## config.mk

```make
export PLATFORM = sky130hd
export DESIGN_NAME = svc_rv_ras
export DESIGN_NICKNAME = d
export VERILOG_FILES = /design/src/rtl/svc_rv_ras.sv
export SDC_FILE = /design/constraint.sdc
export NUM_CORES = 1
export LEC_CHECK = 0
export CAP_MARGIN = 10
export CELL_PAD_IN_SITES_DETAIL_PLACEMENT = 1
export CELL_PAD_IN_SITES_GLOBAL_PLACEMENT = 1
export CORE_MARGIN = 2
export CORE_UTILIZATION = 45
export CTS_CLUSTER_SIZE = 10
export DETAILED_ROUTE_END_ITERATION = 8
export MAX_ROUTING_LAYER = met4
export PLACE_DENSITY_LB_ADDON = 0.1
export SETUP_SLACK_MARGIN = 0.15
export SYNTH_ARGS = -nofsm -noshare
export SYNTH_HDL_FRONTEND = slang
export SYNTH_SLANG_ARGS = --single-unit
```

## constraint.sdc

```tcl
create_clock -name clk -period 7.5 [get_ports clk]
set_clock_uncertainty 0.1 [all_clocks]
set_input_delay 0.75 -clock clk [delete_from_list [all_inputs] [get_ports clk]]
set_output_delay 0.75 -clock clk [all_outputs]
set_load 0.1 [all_outputs]
```

## src/rtl/svc_rv_ras.sv

```systemverilog
// -----------------------------------------------------------------------------
// svc_rv_ras -- return address stack for the RISC-V fetch front end.
//
// Calls push their link address and returns pop it. The current top of stack
// is offered to the PC-select arbiter as a return-target prediction. A
// pointer/count checkpoint travels down the pipeline so that a MEM-stage
// misprediction can roll the stack back to its state at that instruction.
//
// Configuration macro:
//   SVC_RV_RAS_BYPASS_EN  when defined, a same-cycle push is forwarded
//                         combinationally onto ras_valid/ras_target.
//
// Ports:
//   clk            clock
//   rst            synchronous active-high reset
//   push_en        call detected; push push_addr
//   push_addr      link address (call PC + 4)
//   pop_en         return predicted; pop top entry
//   restore_en     misprediction recovery; load checkpoint
//   restore_tos    checkpointed top-of-stack pointer
//   restore_count  checkpointed occupancy (values above DEPTH are clamped)
//   ras_valid      stack non-empty
//   ras_target     entry at top of stack
//   ckpt_tos       current top-of-stack pointer (registered)
//   ckpt_count     current occupancy (registered)
// -----------------------------------------------------------------------------
module svc_rv_ras #(
    parameter int XLEN  = 32,
    parameter int DEPTH = 8,
    parameter int PTR_W = $clog2(DEPTH),
    parameter int CNT_W = $clog2(DEPTH + 1)
) (
    input  logic             clk,
    input  logic             rst,
    input  logic             push_en,
    input  logic [XLEN-1:0]  push_addr,
    input  logic             pop_en,
    input  logic             restore_en,
    input  logic [PTR_W-1:0] restore_tos,
    input  logic [CNT_W-1:0] restore_count,
    output logic             ras_valid,
    output logic [XLEN-1:0]  ras_target,
    output logic [PTR_W-1:0] ckpt_tos,
    output logic [CNT_W-1:0] ckpt_count
);

    localparam logic [CNT_W-1:0] CNT_FULL = CNT_W'(DEPTH);
    // Reset pointer sits one below entry 0 so the first push lands in entry 0.
    localparam logic [PTR_W-1:0] TOS_RST  = PTR_W'(DEPTH - 1);

    logic [XLEN-1:0]  stack [DEPTH];
    logic [PTR_W-1:0] tos;
    logic [CNT_W-1:0] count;
    logic [PTR_W-1:0] tos_inc;
    logic             not_empty;

    // DEPTH is a power of two, so the pointer wraps naturally.
    assign tos_inc   = tos + PTR_W'(1);
    assign not_empty = (count != '0);

    // NOTE: the stack array is reset explicitly because the reset target must
    // read back as zero; this forces flops rather than a RAM macro, which is
    // acceptable at these depths. All state here uses non-blocking updates.
    always_ff @(posedge clk) begin
        if (rst) begin
            tos   <= TOS_RST;
            count <= '0;
            for (int i = 0; i < DEPTH; i++) begin
                stack[i] <= '0;
            end
        end else if (restore_en) begin
            // Pipeline is flushing: push/pop this cycle belong to squashed
            // instructions. Entries are left alone; a stale target is caught
            // downstream by JALR verification.
            tos   <= restore_tos;
            count <= (restore_count > CNT_FULL) ? CNT_FULL : restore_count;
        end else if (push_en && pop_en && not_empty) begin
            // Return-then-call: replace the top in place.
            stack[tos] <= push_addr;
        end else if (push_en) begin
            // At full the oldest entry is overwritten circularly.
            tos             <= tos_inc;
            stack[tos_inc]  <= push_addr;
            if (count != CNT_FULL) begin
                count <= count + CNT_W'(1);
            end
        end else if (pop_en && not_empty) begin
            // Popping an empty stack is ignored.
            tos   <= tos - PTR_W'(1);
            count <= count - CNT_W'(1);
        end
    end

    always_comb begin
        ras_valid  = not_empty;
        ras_target = stack[tos];
`ifdef SVC_RV_RAS_BYPASS_EN
        // Forward a same-cycle call so an immediately following return
        // predicts correctly.
        if (push_en && !restore_en) begin
            ras_valid  = 1'b1;
            ras_target = push_addr;
        end
`endif
    end

    assign ckpt_tos   = tos;
    assign ckpt_count = count;

endmodule

```

==> summary.txt <==
yosys + openroad results -> status finished, final reports clean, fillcell total 2547, gate count of the mapped netlist 836, area leader, netlist edfxtp_1, DR pass1 iterations 5, core area 26100 sq um, PwrDens 278 nW/um^2, CP startpoint kind flop, Registers, synthesis 266, largest net degree at the start of global routing 67, unrepaired setup endpoints after global routing false, TritonCTS clock tree done, Max FO, Critical Path 42, CP Class reg -> out, Worst EP arrival 3.90 ns, Synth Cell Area 12000 sq um, Die Y 167 um, routed via count 7350, Pins Over Slew Limit 0, Yosys chip area 12000 sq um, DR vias/cell 5.88, floorplan utilization 45.9%, Finished Core Util 53.6%, clk slew on worst S/H paths 0.06 ns, Hold Fails Final Rpt 0, top cells, area edfxtp_1, mux4_2, nor2_1, Area after DPL 13100 sq um, chip area 27900 sq um, setup bufs post-CTS 0, layout cells sized above 1 18.0%, overall power 3.89 mW, Hold Crit Start ckpt_count[2], maximum buffer depth of the clock tree 3, # rows 59, FFs w/ async S/R, synth 0%, Post-Syn Nets 885, final instance area 14000 sq um, Hold WC Path Type reg -> reg, synth warn 0, most frequent cell after synthesis nor2_1, initial antenna violation count 0, Global Route Usage Sum 23.8%, Log Warnings 27, nets 952, Yosys Instances 836, Peak VDD IR 0.218 mV
## worst max path at each step
stage,to,depth (start not counted)
after CTS,ras_target[9],4
after floorplan,stack[2][0],8
after global routing,ras_target[3],4
after detailed placement,stack[2][1],8
final,ras_target[3],4
after global placement,stack[2][1],8
## state kept, by name, summed over array words and instances, names as in the netlist, named ones only
signal	flops
ckpt_tos	3
ckpt_count	4
stack	256
## critical path: stages, from the launching register on
cell	delay [ns]
dfxtp_4	0.92
buf_4	0.56
mux4_2	0.58
mux2_2	0.29
clkdlybuf4s50_1	0.98
## placed cells by master, fill, tap and decap left out, types with 5 or more instances in the layout
cell               n
nand3_1           65
o21ai_4            8
inv_1              9
a21oi_1            7
clkbuf_1          14
edfxtp_1         256
xnor2_1            5
dfxtp_1            7
o21ai_0            6
clkbuf_16         31
nand2_1            6
mux4_2            64
nor2_1           258
mux2_2            32
clkdlybuf4s50_1   83
buf_4             18
## per-layer routing
layer / wire length [um] / up-vias / GRT usage (%)
met1: 13300 / 3846 / 31.3
met4: 654 / 0 / 6.00
li1: - / 3227 / -
met3: 1680 / 52 / 3.23
met5: 0 / - / -
met2: 15800 / 225 / 39.6
## metrics by stage
step / hold WS [ns] / cells
after detailed placement: 0.492 / 1206
after floorplan: 0.799 / 836
after global routing: 0.544 / 1251
after CTS: 0.504 / 1251
final: 0.503 / 1251
after global placement: 0.481 / 1206
## final cells by class
cell class                 instances  area, sq um  share of cell area (%)
sequential                       266         7890                    56.5
multi-input combinational        495         3830                    27.4
timing repair buffer             101          966                    6.91
clock buffer                      45          828                    5.93
tap                              335          419                    3.00
inverter                           9         33.8                   0.242
## power breakdown
group          switching [mW]  internal [mW]
logic                   0.582          0.246
registers              0.0569           1.70
clock network           0.552          0.746
## cell families (layout without fill, tap and decap cells)
| kind of cell | count (synthesis) | in the layout | share of synthesized area (%) |
|---|---|---|---|
| DFF | 266 | 266 | 66.0 |
| xor gates and xnor gates | 8 | 8 | 0.586 |
| adders and majority gates | 5 | 5 | 0.586 |
| and+or+nand+nor | 345 | 345 | 12.0 |
| muxes | 97 | 97 | 15.1 |
| AOI/OAI and AO/OA | 40 | 40 | 2.36 |
| buffers and inverters | 75 | 155 | 3.33 |
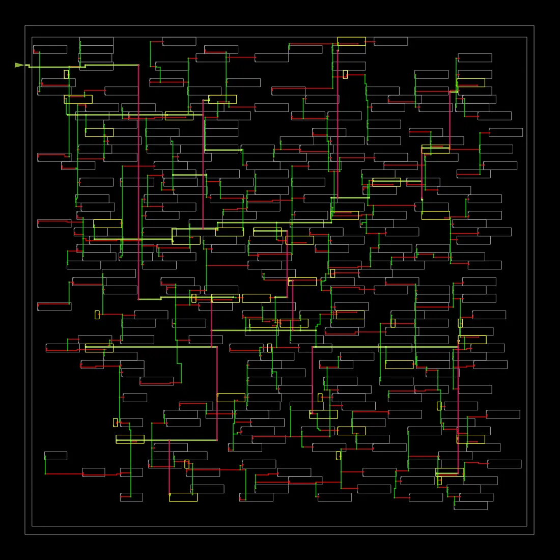
(images/clock_nets.png)
# clock sinks: 266
clk pwr: 1.30 mW
number of CTS-inserted buffers: 30
Flops: 266

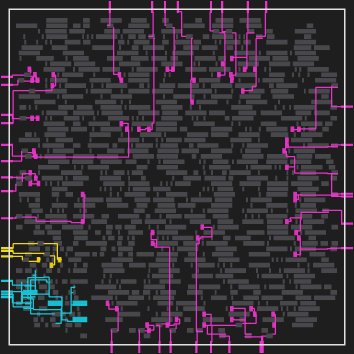
(images/port_trees.png)
Scale: 2 px per um.
| port | color | bits | direction | end cells | buffers | wire |
|---|---|---|---|---|---|---|
| restore_tos | yellow | 3 | input | 3 | 3 | 73.9 um |
| push_addr | magenta | 32 | input | 64 | 32 | 1260 um |
| ckpt_count | cyan | 4 | output | 4 | 4 | 276 um |
PortBufs: 83
I/O pin count: 84

Power is estimated from default activity; no workload was simulated.
